### src/rtl/echo_indication_p2m.sv
// echo_indication_p2m: receive-side decoder for the EchoIndication pipe.
// A 2-entry FIFO holds raw 128-bit pipe words. The head word is decoded and
// issued as exactly one heard/heard2/heard3 call when its target is ready.
// Malformed words are dropped in one cycle.
// Optional feature macro: ECHO_P2M_ERRCNT_EN. When it is defined, a saturating
// malformed-word counter is built. Otherwise err_count is tied to 0.
module echo_indication_p2m #(
    parameter int unsigned ERR_W = 16
) (
    input  logic              CLK,
    input  logic              RST,
    input  logic              pipe_enq__ENA,
    input  logic [127:0]      pipe_enq_v,
    output logic              pipe_enq__RDY,
    output logic              method_heard__ENA,
    output logic [31:0]       method_heard_v,
    input  logic              method_heard__RDY,
    output logic              method_heard2__ENA,
    output logic [15:0]       method_heard2_a,
    output logic [15:0]       method_heard2_b,
    input  logic              method_heard2__RDY,
    output logic              method_heard3__ENA,
    output logic [15:0]       method_heard3_a,
    output logic [31:0]       method_heard3_b,
    output logic [31:0]       method_heard3_c,
    output logic [15:0]       method_heard3_d,
    input  logic              method_heard3__RDY,
    output logic [ERR_W-1:0]  err_count
);

    localparam int unsigned WORD_W = 128;
    localparam int unsigned DEPTH  = 2;
    localparam int unsigned CNT_W  = 2;

    logic [WORD_W-1:0] buf_q [DEPTH];
    logic              wr_ptr;
    logic              rd_ptr;
    logic [CNT_W-1:0]  count;

    logic [WORD_W-1:0] head;
    logic              head_valid;
    logic [15:0]       head_len;
    logic [15:0]       head_idx;
    logic              is_heard;
    logic              is_heard2;
    logic              is_heard3;
    logic              malformed;
    logic              enq;
    logic              pop;

    assign head       = buf_q[rd_ptr];
    assign head_valid = (count != CNT_W'(0));
    assign head_len   = head[15:0];
    assign head_idx   = head[31:16];

    // Ready depends only on registered occupancy, never on this cycle's pops.
    assign pipe_enq__RDY = (count < CNT_W'(DEPTH));
    assign enq           = pipe_enq__ENA && pipe_enq__RDY;

    // Classify the head word and issue at most one method call.
    always_comb begin
        is_heard           = 1'b0;
        is_heard2          = 1'b0;
        is_heard3          = 1'b0;
        malformed          = 1'b0;
        pop                = 1'b0;
        method_heard__ENA  = 1'b0;
        method_heard2__ENA = 1'b0;
        method_heard3__ENA = 1'b0;
        method_heard_v     = '0;
        method_heard2_a    = '0;
        method_heard2_b    = '0;
        method_heard3_a    = '0;
        method_heard3_b    = '0;
        method_heard3_c    = '0;
        method_heard3_d    = '0;

        is_heard  = (head_idx == 16'd0) && (head_len == 16'd2);
        is_heard2 = (head_idx == 16'd1) && (head_len == 16'd2);
        is_heard3 = (head_idx == 16'd2) && (head_len == 16'd4);
        malformed = head_valid && !(is_heard || is_heard2 || is_heard3);

        method_heard__ENA  = head_valid && is_heard  && method_heard__RDY;
        method_heard2__ENA = head_valid && is_heard2 && method_heard2__RDY;
        method_heard3__ENA = head_valid && is_heard3 && method_heard3__RDY;

        if (method_heard__ENA) begin
            method_heard_v = head[63:32];
        end
        if (method_heard2__ENA) begin
            method_heard2_a = head[47:32];
            method_heard2_b = head[63:48];
        end
        if (method_heard3__ENA) begin
            method_heard3_a = head[47:32];
            method_heard3_b = head[79:48];
            method_heard3_c = head[111:80];
            method_heard3_d = head[127:112];
        end

        pop = malformed || method_heard__ENA || method_heard2__ENA || method_heard3__ENA;
    end

    // FIFO storage, pointers and occupancy.
    always_ff @(posedge CLK or posedge RST) begin
        if (RST) begin
            buf_q[0] <= '0;
            buf_q[1] <= '0;
            wr_ptr   <= 1'b0;
            rd_ptr   <= 1'b0;
            count    <= '0;
        end else begin
            if (enq) begin
                buf_q[wr_ptr] <= pipe_enq_v;
                wr_ptr        <= ~wr_ptr;
            end
            if (pop) begin
                rd_ptr <= ~rd_ptr;
            end
            case ({enq, pop})
                2'b10:   count <= count + CNT_W'(1);
                2'b01:   count <= count - CNT_W'(1);
                default: count <= count;
            endcase
        end
    end

`ifdef ECHO_P2M_ERRCNT_EN
    logic [ERR_W-1:0] err_q;

    // Saturating count of dropped malformed words.
    always_ff @(posedge CLK or posedge RST) begin
        if (RST) begin
            err_q <= '0;
        end else if (malformed && (err_q != {ERR_W{1'b1}})) begin
            err_q <= err_q + ERR_W'(1);
        end
    end

    assign err_count = err_q;
`else
    assign err_count = '0;
`endif

endmodule

### config.mk
export PLATFORM = sky130hd
export DESIGN_NAME = echo_indication_p2m
export DESIGN_NICKNAME = d
export VERILOG_FILES = /design/src/rtl/echo_indication_p2m.sv
export SDC_FILE = /design/constraint.sdc
export NUM_CORES = 1
export LEC_CHECK = 0
export ABC_AREA = 1
export CAP_MARGIN = 20
export CORE_MARGIN = 1
export CORE_UTILIZATION = 40
export DETAILED_ROUTE_END_ITERATION = 8
export PLACE_DENSITY = 0.7
export SLEW_MARGIN = 20
export SYNTH_ARGS = -nofsm -noshare
export SYNTH_HDL_FRONTEND = slang
export SYNTH_SLANG_ARGS = --single-unit
### constraint.sdc
create_clock -name CLK -period 7.6 [get_ports CLK]
set_input_delay 1.14 -clock CLK [delete_from_list [all_inputs] [get_ports CLK]]
set_output_delay 1.14 -clock CLK [all_outputs]
set_load 0.01 [all_outputs]
==> images/placement_by_type.png <==
The bar under the picture is 50 um long.
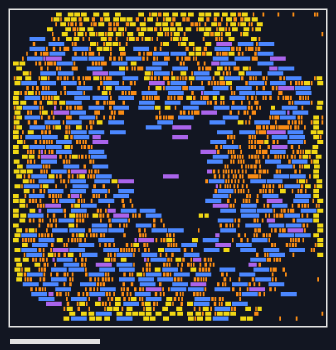
- flops: blue (cells 260)
- clock drivers and dummy loads: purple (cells 53)
- combinational and other logic: orange (cells 1,119)
- other buffers and delay cells: yellow (cells 307)

==> images/layer_met2.png <==
Cells faint in the background.
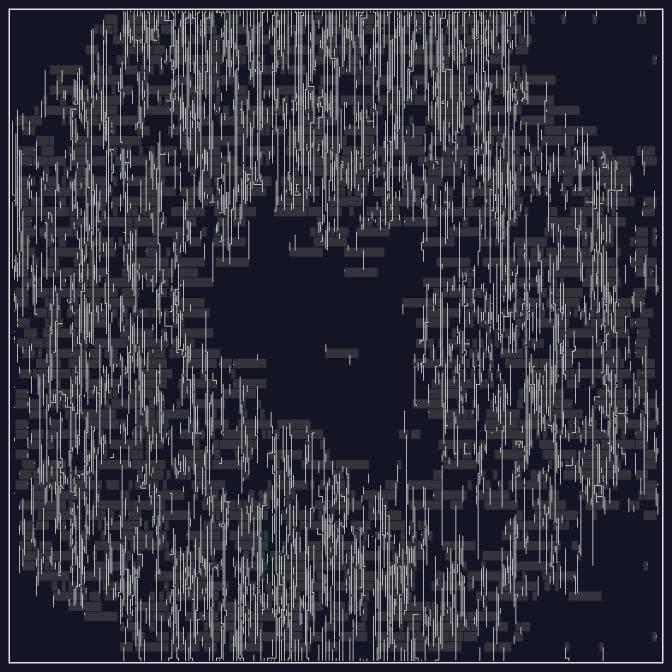
- wire length on this layer: 14,900 um
- longest straight run: 67.3 um
- share of all routed wire: 47%
- nets with wire on the layer: 1,470
- main direction: vertical
total number of vias: 10,230
met2 Resource Use GR: 33.30%

==> images/logic_types.png <==
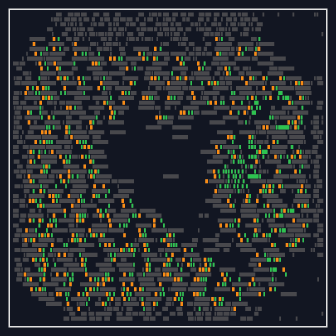
- NAND gates: green (cells 455; most used nand2_1; where widely spread)
- inverting AOI/OAI gates: orange (cells 326; most used o21ai_0; where widely spread)
most frequently placed logic cell in the final layout: nand2_1
final cell count without fillers: 2,129
fraction of standard cell area in multi-input logic: 27.79%

[placed cells by master, fill, tap and decap left out, types with 3 or more instances in the layout]
master,n
nand2_1,436
clkdlybuf4s50_1,297
o21ai_0,260
dfrtp_1,259
inv_1,147
nor2_1,93
a21oi_1,66
nor2_2,42
mux2i_1,32
clkbuf_16,29
conb_1,16
buf_4,10
nand3b_1,9
clkbuf_1,8
clkbuf_8,8
nand3_1,7
clkinv_2,3
[worst paths after layout]
path / end / slack, ps
min in group asynchronous: buf_q[246] / 1260
max reg2reg: count[1] / 3560
max: method_heard3_a[12] / 1770
min reg2reg: buf_q[10] / 480
min: buf_q[10] / 480
max in group asynchronous: buf_q[242] / 4810
[area by class of cell]
class	count	area [um^2]
clock buffers	45	865.8
clock inverters	8	100.1
inverters	150	569.3
repair buffers	307	3048
well taps	390	488.0
flip-flops and latches	260	6510
multi-input cells	969	4458
fillers	2741	13520
[cells by family after synthesis]
| group | share of synthesized area, % |
|---|---|
| muxes | 2.669 |
| AOI/OAI and AO/OA | 13.59 |
| buffers and inverters | 9.299 |
| other | 0.03125 |
| adders and majority gates | 0.1042 |
| xor gates and xnor gates | 0.1460 |
| DFF | 54.21 |
| and+or+nand+nor | 19.94 |
[flip-flops by register name, summed over array words and instances, names as in the netlist]
signal and count:
rd_ptr 1, wr_ptr 1, buf_q 256, count 2
[power by group]
group,leakage [nW],total [mW],internal (mW),switching (mW)
logic,3.78,1.62,0.584,1.04
clock network,0.473,1.40,0.847,0.551
registers,3.25,2.40,2.03,0.374
total,7.51,5.42,3.46,1.96
[layer usage]
layer	wire (um)	global-route usage, %	vias up
li1	-	-	5057
met5	13	0	-
met2	14910	33.30	268
met4	835	5.978	2
met3	1936	4.482	57
met1	13790	27.30	4847
==> PnR_summary.wiki <==
=== Synthesis and place and route ===
{| class="wikitable"
! Metric !! Value
|-
| Worst-margin pin slew || 1035 ps
|-
| Clock-pin slew of the registers on the worst-case setup and hold paths || 60 ps
|-
| Maximum Capacitance Violations || 0
|-
| Clock sink count || 260
|-
| Core occupancy in the finished layout || 54.26%
|-
| Post-Syn Instances || 1,474
|-
| Post-DR wirelength/cell || 14.79 um
|-
| CP startpoint kind || flop
|-
| Flops out of synthesis || 260
|-
| Placeable core region || 29,560 um^2
|-
| Cells along the critical path || buf_4, nand3_1, nand2_1, inv_1, nor2_1, nand2_1, nor2_2, nand3_4, buf_4, nor2_2, clkdlybuf4s50_1
|-
| Violation count after the first detailed-route iteration || 776
|-
| Vias in the first global route || 9,927
|-
| Cell count after placement || 2,076
|-
| Normalized max-slew margin || 31.00%
|-
| Mapped cell area || 12,000 um^2
|-
| Total global routing overflow || 0
|-
| Final setup vio count || 0
|-
| Hold slack || 477.9 ps
|-
| Status || finished clean
|-
| Die Y-Extent || 175.2 um
|-
| Final design area excluding fillers || 16,040 um^2
|-
| Postcts setup bufs || 0
|-
| Signed area change from the synthesized netlist to the final layout || 33.64%
|-
| Pin count of the biggest net entering global routing || 113
|-
| H-Tree Depth || 1
|-
| Max Clock Freq || 171.4 MHz
|-
| Crit Path Max Fanout || 70
|-
| First-pass GRT wire length || 51,070 um
|-
| Async set-reset flop share out of synthesis || 100.0%
|-
| Fin worst setup slack || 1767 ps
|-
| Count of flip-flops with a built-in enable after synthesis || 0
|-
| HPWL reported at the end of detailed placement || 20,710 um
|-
| Number of port buffers || 297
|-
| Final Max Slew Viols || 0
|-
| Req. time, crit path || 6460 ps
|-
| Net count of the finished layout || 1,852
|-
| Residual antenna-violating net count after detailed routing || 0
|-
| Synthesis Warnings || 0
|-
| Power per unit of standard cell area || 338.0 nW/um^2
|-
| Worst hold path class || reg -> reg
|-
| Latest clock arrival within the worst-skew pair || 540 ps
|-
| Most instantiated library cell after synthesis || nand2_1
|-
| OpenROAD warning count || 32
|-
| IO Count || 314
|-
| Cell class contributing the biggest share of worst-path delay || buffers and inverters
|-
| Area of the die || 30,700 um^2
|-
| Final estimated routing congestion in global placement || 0.7848
|-
| Horizontal extent of the die || 175.2 um
|-
| Overall Power || 5.421 mW
|-
| RSZ-0062 raised after global routing || false
|-
| Number of antenna violations at the first check in global routing || 1
|-
| Setup total negative slack || 0 ps
|-
| Hold violation total from the final report || 0
|-
| Post-synthesis cell type count || 24
|-
| Crit. Startpoint || rd_ptr
|-
| CTS Root Buffer Type || clkbuf_16
|-
| Starting Density || 40.60%
|-
| Fin crit period || 5833 ps
|-
| CP endpoint kind || output port
|-
| Slowest cell delay on critical path || 810 ps
|-
| Commonest cells in the synthesized netlist || nand2_1 (436), dfrtp_1 (260), o21ai_0 (260), inv_1 (148), nor2_1 (93)
|-
| R2r worst-path depth || 15
|-
| Total cells reported by yosys after synthesis || 1,474
|-
| Synth Area per Inst || 8.142 um^2
|-
| Class of the most critical setup path || reg -> out
|-
| Number of iterations in the first detailed-routing pass || 5
|-
| Number of buffers between clock root and the deepest sink || 3
|-
| Final Routed Wirelength || 31,480 um
|-
| P_leak || 7.507 nW
|-
| Critical path data arrival time || 4690 ps
|-
| Antenna cell count || 0
|-
| TritonCTS Buffers || 29
|-
| R2R Path Start || rd_ptr
|-
| Top-area cell share || 54.21%
|-
| Synth Seq Share || 54.21%
|-
| Placed cell areas || 15,070 um^2
|-
| CTS tree || built
|-
| Clk_skew || 16.47 ps
|}
Power is estimated from default activity; no workload was simulated.
